[config.mk]
export PLATFORM = sky130hd
export DESIGN_NAME = uart_tx_arbiter
export DESIGN_NICKNAME = d
export VERILOG_FILES = /design/src/rtl/uart_pkg.sv /design/src/rtl/rr_pick.sv /design/src/rtl/uart_tx_arbiter.sv
export SDC_FILE = /design/constraint.sdc
export NUM_CORES = 1
export LEC_CHECK = 0
export ABC_CLOCK_PERIOD_IN_PS = 2350
export CORE_ASPECT_RATIO = 1.1
export CORE_MARGIN = 2
export CORE_UTILIZATION = 42
export CTS_BUF_LIST = sky130_fd_sc_hd__clkbuf_8 sky130_fd_sc_hd__clkbuf_16
export DETAILED_ROUTE_END_ITERATION = 16
export HOLD_SLACK_MARGIN = 0.03
export PLACE_DENSITY_LB_ADDON = 0.1
export SLEW_MARGIN = 25
export SYNTH_ARGS = -nofsm -noshare
export SYNTH_HDL_FRONTEND = slang
export SYNTH_SLANG_ARGS = --single-unit
[constraint.sdc]
create_clock -name clk_576KHz -period 2.35 [get_ports clk_576KHz]
set_input_delay 0.3525 -clock clk_576KHz [delete_from_list [all_inputs] [get_ports clk_576KHz]]
set_output_delay 0.3525 -clock clk_576KHz [all_outputs]
set_load 0.02 [all_outputs]
[src/rtl/uart_pkg.sv]
// Shared definitions for the UART transmit arbiter: FSM states, baud-rate
// selection encodings and timeout defaults.
package uart_pkg;

   // Arbiter FSM states.
   typedef enum logic [1:0] {
      IDLE = 2'b00,
      LOAD = 2'b01,
      BUSY = 2'b10,
      CFG  = 2'b11
   } state_e;

   // Baud-rate generator selection codes.
   typedef enum logic [1:0] {
      BRG_9600  = 2'b00,
      BRG_19200 = 2'b01,
      BRG_38400 = 2'b10,
      BRG_57600 = 2'b11
   } brg_sel_e;

   // Default frame timeout, in BUSY cycles, and the width of its counter.
   localparam int TIMEOUT_CYCLES_DEF = 4096;
   localparam int TMO_CNT_W          = 12;

endpackage : uart_pkg

[src/rtl/rr_pick.sv]
// Combinational round-robin picker: finds the first set request bit,
// starting one position above the last winner and wrapping around.
module rr_pick #(
   parameter int NUM_REQ = 4
) (
   input  logic [NUM_REQ-1:0]         req,
   input  logic [$clog2(NUM_REQ)-1:0] last,
   output logic                       grant_vld,
   output logic [$clog2(NUM_REQ)-1:0] grant_idx
);

   localparam int IW = $clog2(NUM_REQ);

   logic [IW-1:0]      start;
   logic [NUM_REQ-1:0] rot;
   logic [IW-1:0]      pos;

   // Rotate the request vector so the search start sits at bit 0, then take
   // the lowest set bit. NUM_REQ is a power of two, so index arithmetic in
   // IW bits wraps modulo NUM_REQ for free.
   always_comb begin
      // NOTE: every signal written here gets a value before any branch, so no latch can be inferred.
      start = last + IW'(1);
      rot   = NUM_REQ'({req, req} >> start);
      pos   = '0;
      for (int i = NUM_REQ - 1; i >= 0; i--) begin
         if (rot[i]) pos = IW'(i);
      end
      grant_vld = |req;
      grant_idx = start + pos;
   end

endmodule : rr_pick

[src/rtl/uart_tx_arbiter.sv]
// Round-robin arbiter sharing one UART transmitter among NUM_REQ requesters.
// Also sequences baud-rate changes so they only take effect between frames,
// and abandons a frame whose tx_done never arrives.
module uart_tx_arbiter
   import uart_pkg::*;
#(
   parameter int DATA_WIDTH     = 8,
   parameter int NUM_REQ        = 4,
   parameter int TIMEOUT_CYCLES = TIMEOUT_CYCLES_DEF
) (
   input  logic                            clk_576KHz,
   input  logic                            rst_n,
   input  logic [NUM_REQ-1:0]              req_valid,
   input  logic [NUM_REQ*DATA_WIDTH-1:0]   req_data,
   output logic [NUM_REQ-1:0]              req_ready,
   output logic [$clog2(NUM_REQ)-1:0]      grant_id,
   output logic                            tx_valid,
   output logic [DATA_WIDTH-1:0]           tx_data,
   input  logic                            tx_ready,
   input  logic                            tx_done,
   input  logic [1:0]                      brg_select_req,
   input  logic                            brg_update,
   output logic [1:0]                      brg_select,
   output logic                            timeout_err
);

   localparam int                 IW       = $clog2(NUM_REQ);
   localparam logic [TMO_CNT_W-1:0] TMO_LAST = TMO_CNT_W'(TIMEOUT_CYCLES - 1);

   state_e                 state_q,       state_d;
   logic [IW-1:0]          last_grant_q,  last_grant_d;
   logic [IW-1:0]          grant_id_q,    grant_id_d;
   logic [NUM_REQ-1:0]     req_ready_q,   req_ready_d;
   logic [DATA_WIDTH-1:0]  data_q,        data_d;
   logic [1:0]             brg_select_q,  brg_select_d;
   logic [1:0]             brg_capt_q,    brg_capt_d;
   logic                   cfg_pending_q, cfg_pending_d;
   logic [TMO_CNT_W-1:0]   tmo_cnt_q,     tmo_cnt_d;
   logic                   tmo_err_q,     tmo_err_d;

   logic                   pick_vld;
   logic [IW-1:0]          pick_idx;

   rr_pick #(
      .NUM_REQ (NUM_REQ)
   ) u_rr_pick (
      .req       (req_valid),
      .last      (last_grant_q),
      .grant_vld (pick_vld),
      .grant_idx (pick_idx)
   );

   // State register and all datapath registers, cleared asynchronously.
   always_ff @(posedge clk_576KHz or negedge rst_n) begin
      if (!rst_n) begin
         state_q       <= IDLE;
         last_grant_q  <= IW'(NUM_REQ - 1);
         grant_id_q    <= '0;
         req_ready_q   <= '0;
         data_q        <= '0;
         brg_select_q  <= BRG_9600;
         brg_capt_q    <= BRG_9600;
         cfg_pending_q <= 1'b0;
         tmo_cnt_q     <= '0;
         tmo_err_q     <= 1'b0;
      end else begin
         // NOTE: non-blocking assignments so every register samples pre-edge values.
         state_q       <= state_d;
         last_grant_q  <= last_grant_d;
         grant_id_q    <= grant_id_d;
         req_ready_q   <= req_ready_d;
         data_q        <= data_d;
         brg_select_q  <= brg_select_d;
         brg_capt_q    <= brg_capt_d;
         cfg_pending_q <= cfg_pending_d;
         tmo_cnt_q     <= tmo_cnt_d;
         tmo_err_q     <= tmo_err_d;
      end
   end

   // Next-state and next-register logic; pulses default low each cycle.
   always_comb begin
      state_d       = state_q;
      last_grant_d  = last_grant_q;
      grant_id_d    = grant_id_q;
      req_ready_d   = '0;
      data_d        = data_q;
      brg_select_d  = brg_select_q;
      brg_capt_d    = brg_capt_q;
      cfg_pending_d = cfg_pending_q;
      tmo_cnt_d     = tmo_cnt_q;
      tmo_err_d     = 1'b0;

      unique case (state_q)
         IDLE: begin
            // A pending baud change is applied before any new frame starts.
            if (cfg_pending_q) begin
               state_d = CFG;
            end else if (pick_vld && tx_ready) begin
               grant_id_d  = pick_idx;
               data_d      = req_data[pick_idx*DATA_WIDTH +: DATA_WIDTH];
               req_ready_d = NUM_REQ'(1) << pick_idx;
               state_d     = LOAD;
            end
         end
         LOAD: begin
            // Priority rotates only once the transmitter has taken the character.
            if (tx_ready) begin
               state_d      = BUSY;
               last_grant_d = grant_id_q;
               tmo_cnt_d    = '0;
            end
         end
         BUSY: begin
            // tx_done beats a timeout landing in the same cycle.
            if (tx_done) begin
               state_d = IDLE;
            end else if (tmo_cnt_q == TMO_LAST) begin
               state_d   = IDLE;
               tmo_err_d = 1'b1;
            end else begin
               tmo_cnt_d = tmo_cnt_q + TMO_CNT_W'(1);
            end
         end
         CFG: begin
            brg_select_d  = brg_capt_q;
            cfg_pending_d = 1'b0;
            state_d       = IDLE;
         end
         default: state_d = IDLE;
      endcase

      // A baud request is captured in any state; it overrides the CFG clear
      // so an update arriving during CFG is kept for the next pass.
      if (brg_update) begin
         brg_capt_d    = brg_select_req;
         cfg_pending_d = 1'b1;
      end
   end

   assign req_ready   = req_ready_q;
   assign grant_id    = grant_id_q;
   assign tx_valid    = (state_q == LOAD);
   assign tx_data     = data_q;
   assign brg_select  = brg_select_q;
   assign timeout_err = tmo_err_q;

endmodule : uart_tx_arbiter
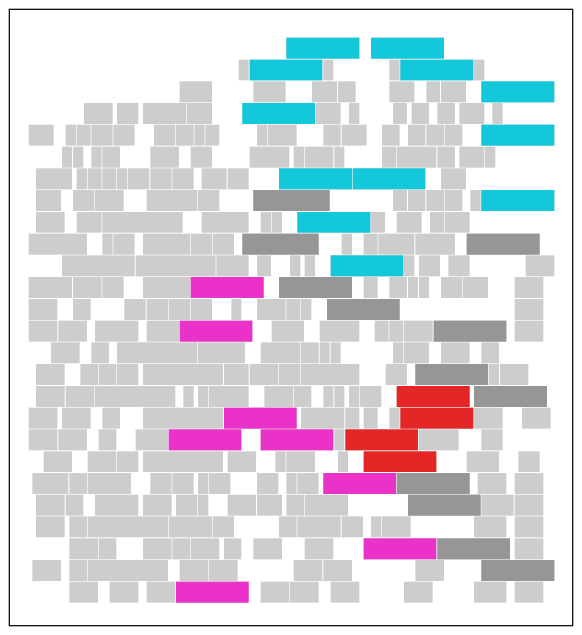
(run_1/ff_map.png)
(8 px per um) Other sequential cells in the stronger gray, the rest of the logic in the fainter gray.
legend:
  red:
    name_in_the_netlist: `req_ready`
    flops: 4
  cyan:
    name_in_the_netlist: `tmo_cnt_q`
    flops: 12
  magenta:
    name_in_the_netlist: `tx_data`
    flops: 8
not colored: 12
Seq power: 958 uW
fin util: 70.82%
FF/Latch Area: 903.4 um^2
fraction of area in registers: 27.42%

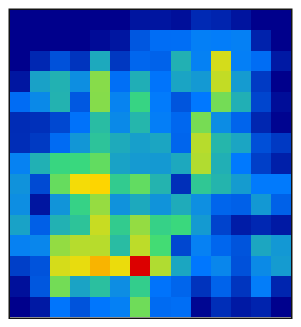
(run_1/route_heat.png)
(4 px per um) The die is cut into 14 by 15 equal tiles; dark blue is low, red is high, scaled to the fullest tile. Values are wire area over tile area, all layers added.
nearly empty tiles: 9.0%
tiles over half the peak: 14%
emptiest ninth of the die: upper left
densest ninth of the die: bottom center
via count: 1912
Total GRT Usage: 19.15%
routed len/inst: 15.08 um
WL final: 5339 um

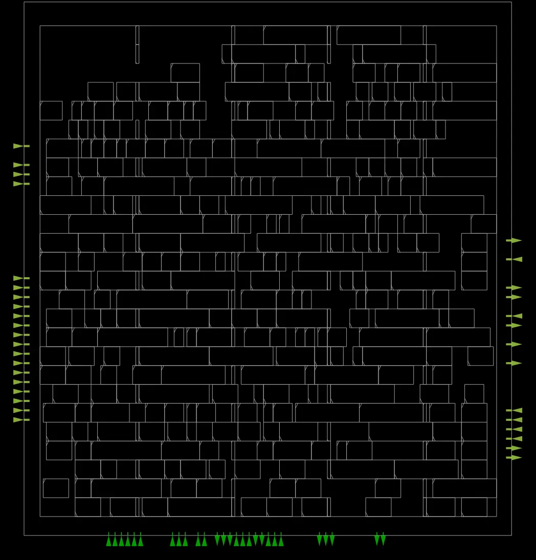
(run_1/placed.png)
row cnt: 26
FFs & Latches: 36
filler instances: 355
Tap Count: 56
Final Non-Filler Cells: 354

==> Changelog: implementation, run 1 <==
### Implementation results

- RD Place Congestion: 0.7784
- Vias per cell: between 5 and 6
- Failing checks: negative setup slack
- EDFF count, synth: 0
- CTS clk-pin slew, worst paths: 0.07 ns
- Antenna-violating nets left: 0
- Crit-path cells: inv_2, o32a_1, a21oi_2, ha_4, xnor2_4, xnor2_2, nor3_4, buf_6, a2111oi_4, o31ai_1
- Largest net degree at the start of global routing: 37
- Max_slew headroom: 65.13%
- Hold EP: tmo_cnt_q[6]
- Placed instance area: 2907 um^2
- MI comb cells: 160
- Most instantiated logic cell after routing: clkdlybuf4s50_1
- Top cell area share: approximately two fifths
- Sw frac: 42.61%
- Placed Instances: 342
- Critical path's slowest cell: dfstp_2
- Reg2reg end: tx_data[6]
- Initial antenna violation count: 0
- Setup TNS: -0.4902 ns
- Most common logic cells in the final layout: clkdlybuf4s50_1 (57), dfrtp_1 (34), nand2_1 (26)
- Main area contributors: dfrtp_1 (42%), nor2b_1 (5.2%), nand2_1 (5.0%)
- Final worst setup slack: -0.07311 ns
- GR met1 Demand/Resource: 24.96%
- Setup Crit Path Kind: flop to flop
- Most crowded layer after global routing: met2
- Hold Path Class: flop to flop
- Critical Path End: tx_data[6]
- Status: complete, but fails checks
- Final clock skew: about 0.0054 ns
- P_leak: 1.385 nW
- Cells in synth_stat.txt: 209
- Final setup vio count: 8
- Metal3 WL: 271 um
- Buffers, non-clock: 90
==> inputs of run 2 (changes only) <==
- CAP_MARGIN: not set -> 20
- CORE_MARGIN: 2 -> 5
- CTS_CLUSTER_DIAMETER: not set -> 150
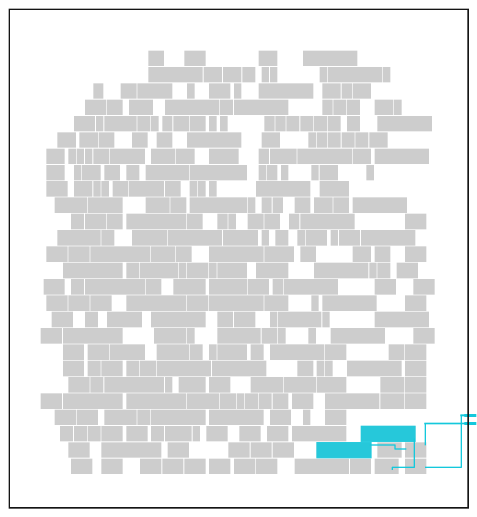
(run_2/port_trees.png)
(6 px per um)
legend:
  cyan:
    port: `brg_select`
    direction: output
    edge: right
    end_cells: 2
    buffers: 2
    wire: 41.0 um
I/O pin cnt: 61
Port Buf Inserts: 60

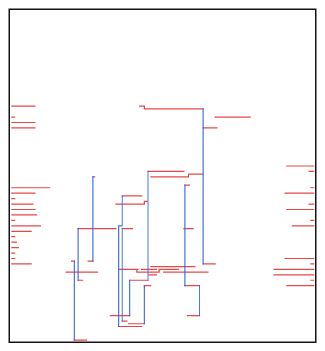
(run_2/layers.png)
(4 px per um) Two of the layers only.
legend:
  blue:
    layer: M4
    wire_length: 227 um
  red:
    layer: M3
    wire_length: 308 um
routed len/inst: 17.48 um
WL final: 6136 um
Total GRT Usage: 19.66%

==> run 2 against run 1 <==
Net effect:
- the run still ends with negative setup slack left
- combinational power grew about 10%
- synthesized cell count unchanged
- clock skew rose by 0.0025 ns
- register-to-register slack lost 0.11 ns
- global-route usage rose by 0.51 points
- critical path type unchanged
- critical endpoint is now tx_data[7]
==> Changelog: implementation, run 2 <==
### Implementation results

- Reg2reg end: tx_data[7] (was tx_data[6])
- Via count: 1986 (was 1912)
- Most instantiated logic cell after routing: clkdlybuf4s50_1 (unchanged)
- Final worst setup slack: -0.1817 ns (was -0.07311 ns)
- Failing checks: negative setup slack (unchanged)
- Main area contributors: dfrtp_1 (42%), nor2b_1 (5.2%), nand2_1 (5.0%) (unchanged)
- Filler instances: 323 (was 355)
- Hold Path Class: flop to flop (unchanged)
- RD Place Congestion: 0.8419 (was 0.7784)
- Fraction of area in registers: 26.91% (was 27.42%)
- Vias per cell: 5.658 (was 5.401)
- Sw frac: 43.92% (was 42.61%)
- P_leak: 1.382 nW (was 1.385 nW)
- Most common logic cells in the final layout: clkdlybuf4s50_1 (57), dfrtp_1 (34), nand2_1 (26) (unchanged)
- Status: complete, but fails checks (unchanged)
- Placed Instances: 332 (was 342)
- Initial antenna violation count: 0 (unchanged)
- Crit-path cells: inv_2, o32a_1, a21oi_2, ha_2, xnor2_2, buf_4, xnor2_2, buf_6, a21oi_4, a2111oi_4, o31ai_1 (was inv_2, o32a_1, a21oi_2, ha_4, xnor2_4, xnor2_2, nor3_4, buf_6, a2111oi_4, o31ai_1)
- Top cell area share: 41.98% (unchanged)
- Antenna-violating nets left: 0 (unchanged)
- Setup TNS: -1.232 ns (was -0.4902 ns)
- FF/Latch Area: 903.4 um^2 (unchanged)
- Seq power: 980 uW (was 958 uW)
- Metal3 WL: 307 um (was 271 um)
- Max_slew headroom: 37.35% (was 65.13%)
- Tap Count: 56 (unchanged)
- Final Non-Filler Cells: 351 (was 354)
- Hold EP: tmo_cnt_q[6] (unchanged)
- EDFF count, synth: 0 (unchanged)
- Fin util: 72.16% (was 70.82%)
- Final setup vio count: 10 (was 8)
- CTS clk-pin slew, worst paths: 0.07 ns (about the same)
- MI comb cells: 162 (was 160)
==> inputs of run 3 (changes only) <==
- PLACE_DENSITY: not set -> 0.78
- PLACE_DENSITY_LB_ADDON: 0.1 -> not set
- SLEW_MARGIN: 25 -> 20
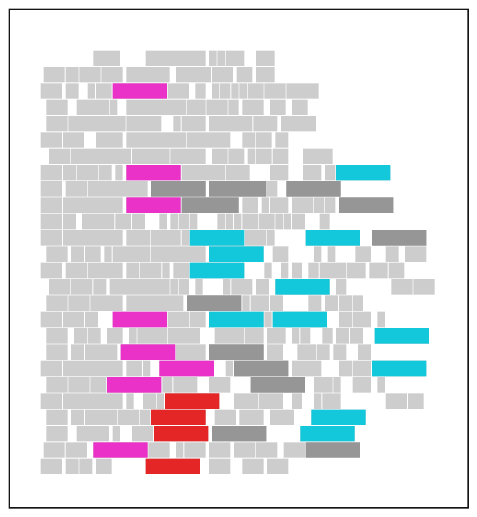
(run_3/ff_map.png)
(6 px per um) Other sequential cells in the stronger gray, the rest of the logic in the fainter gray.
legend:
  cyan:
    name_in_the_netlist: `tmo_cnt_q`
    flops: 12
  red:
    name_in_the_netlist: `req_ready`
    flops: 4
  magenta:
    name_in_the_netlist: `tx_data`
    flops: 8
not colored: 12
fraction of area in registers: 27.26%
Seq power: 991 uW
fin util: 71.25%

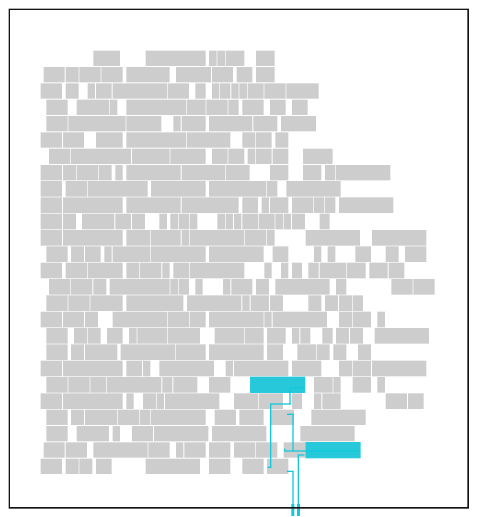
(run_3/port_trees.png)
(6 px per um)
legend:
  cyan:
    port: `brg_select`
    direction: output
    edge: bottom
    end_cells: 2
    buffers: 2
    wire: 54.8 um

==> run 3 against run 2 <==
Net effect:
- the flow still finishes with violations (negative setup slack)
- clock power is 5.5% higher
- worst hold slack improved by 0.011 ns
- non-clock buffer count shrank 5
- combinational power down 4%
- maximum frequency decreased by 0.42%
- global-route usage fell by 1.5 points
- first-iteration DRC count is 42% lower
- clock skew is 0.0062 ns higher
- sequential power rose by 1%
- clock-buffer cell count unchanged
- highest routed layer unchanged
==> Changelog: implementation, run 3 <==
### Implementation results

- Row cnt: 26 (unchanged)
- Port Buf Inserts: 60 (unchanged)
- Routed len/inst: 17.04 um (was 17.48 um)
- Top cell area share: 41.98% (unchanged)
- CTS clk-pin slew, worst paths: 0.08 ns (was 0.07 ns)
- Placed instance area: 2789 um^2 (was 2844 um^2)
- Setup Crit Path Kind: flop to flop (unchanged)
- Most instantiated logic cell after routing: clkdlybuf4s50_1 (unchanged)
- Status: complete, but fails checks (unchanged)
- Final clock skew: 0.01421 ns (was 0.007978 ns)
- Total GRT Usage: 18.19% (was 19.66%)
- Reg2reg end: tx_data[2] (was tx_data[7])
- GR met1 Demand/Resource: 21.54% (was 25.29%)
- Antenna-violating nets left: 0 (unchanged)
- Final #Nets: 333 (was 339)
- Critical Path End: tx_data[2] (was tx_data[7])
- WL final: 5879 um (was 6136 um)
- Main area contributors: dfrtp_1 (42%), nor2b_1 (5.2%), nand2_1 (5.0%) (unchanged)
- MI comb cells: 161 (was 162)
- Failing checks: negative setup slack (unchanged)
- Final worst setup slack: -0.1922 ns (was -0.1817 ns)
- P_leak: 1.359 nW (was 1.382 nW)
- FF/Latch Area: 903.4 um^2 (unchanged)
- FFs & Latches: 36 (unchanged)
- I/O pin cnt: 61 (unchanged)
- Most crowded layer after global routing: met2 (unchanged)
- Buffers, non-clock: 80 (was 85)
- EDFF count, synth: 0 (unchanged)
- Largest net degree at the start of global routing: 37 (unchanged)
- Filler instances: 310 (was 323)
- RD Place Congestion: 0.7972 (was 0.8419)
- Crit-path cells: buf_4, buf_4, nor3b_1, o21bai_1, a21oi_4, buf_4, a2111oi_4, o31ai_1 (was inv_2, o32a_1, a21oi_2, ha_2, xnor2_2, buf_4, xnor2_2, buf_6, a21oi_4, a2111oi_4, o31ai_1)
- Tap Count: 56 (unchanged)
- Placed Instances: 328 (was 332)
- Final setup vio count: 10 (unchanged)
- Final Non-Filler Cells: 345 (was 351)
- Hold Path Class: input port to async pin (was flop to flop)
- Cells in synth_stat.txt: 209 (unchanged)
- Critical path's slowest cell: dfstp_2 (unchanged)
- Initial antenna violation count: 0 (unchanged)
- Metal3 WL: 344 um (was 307 um)
- Most common logic cells in the final layout: clkdlybuf4s50_1 (57), dfrtp_1 (34), nand2_1 (26) (unchanged)
- Max_slew headroom: 41.40% (was 37.35%)
- Vias per cell: 5.562 (was 5.658)
- Setup TNS: -1.533 ns (was -1.232 ns)
- Via count: 1919 (was 1986)
Power and IR drop assume default switching activity.
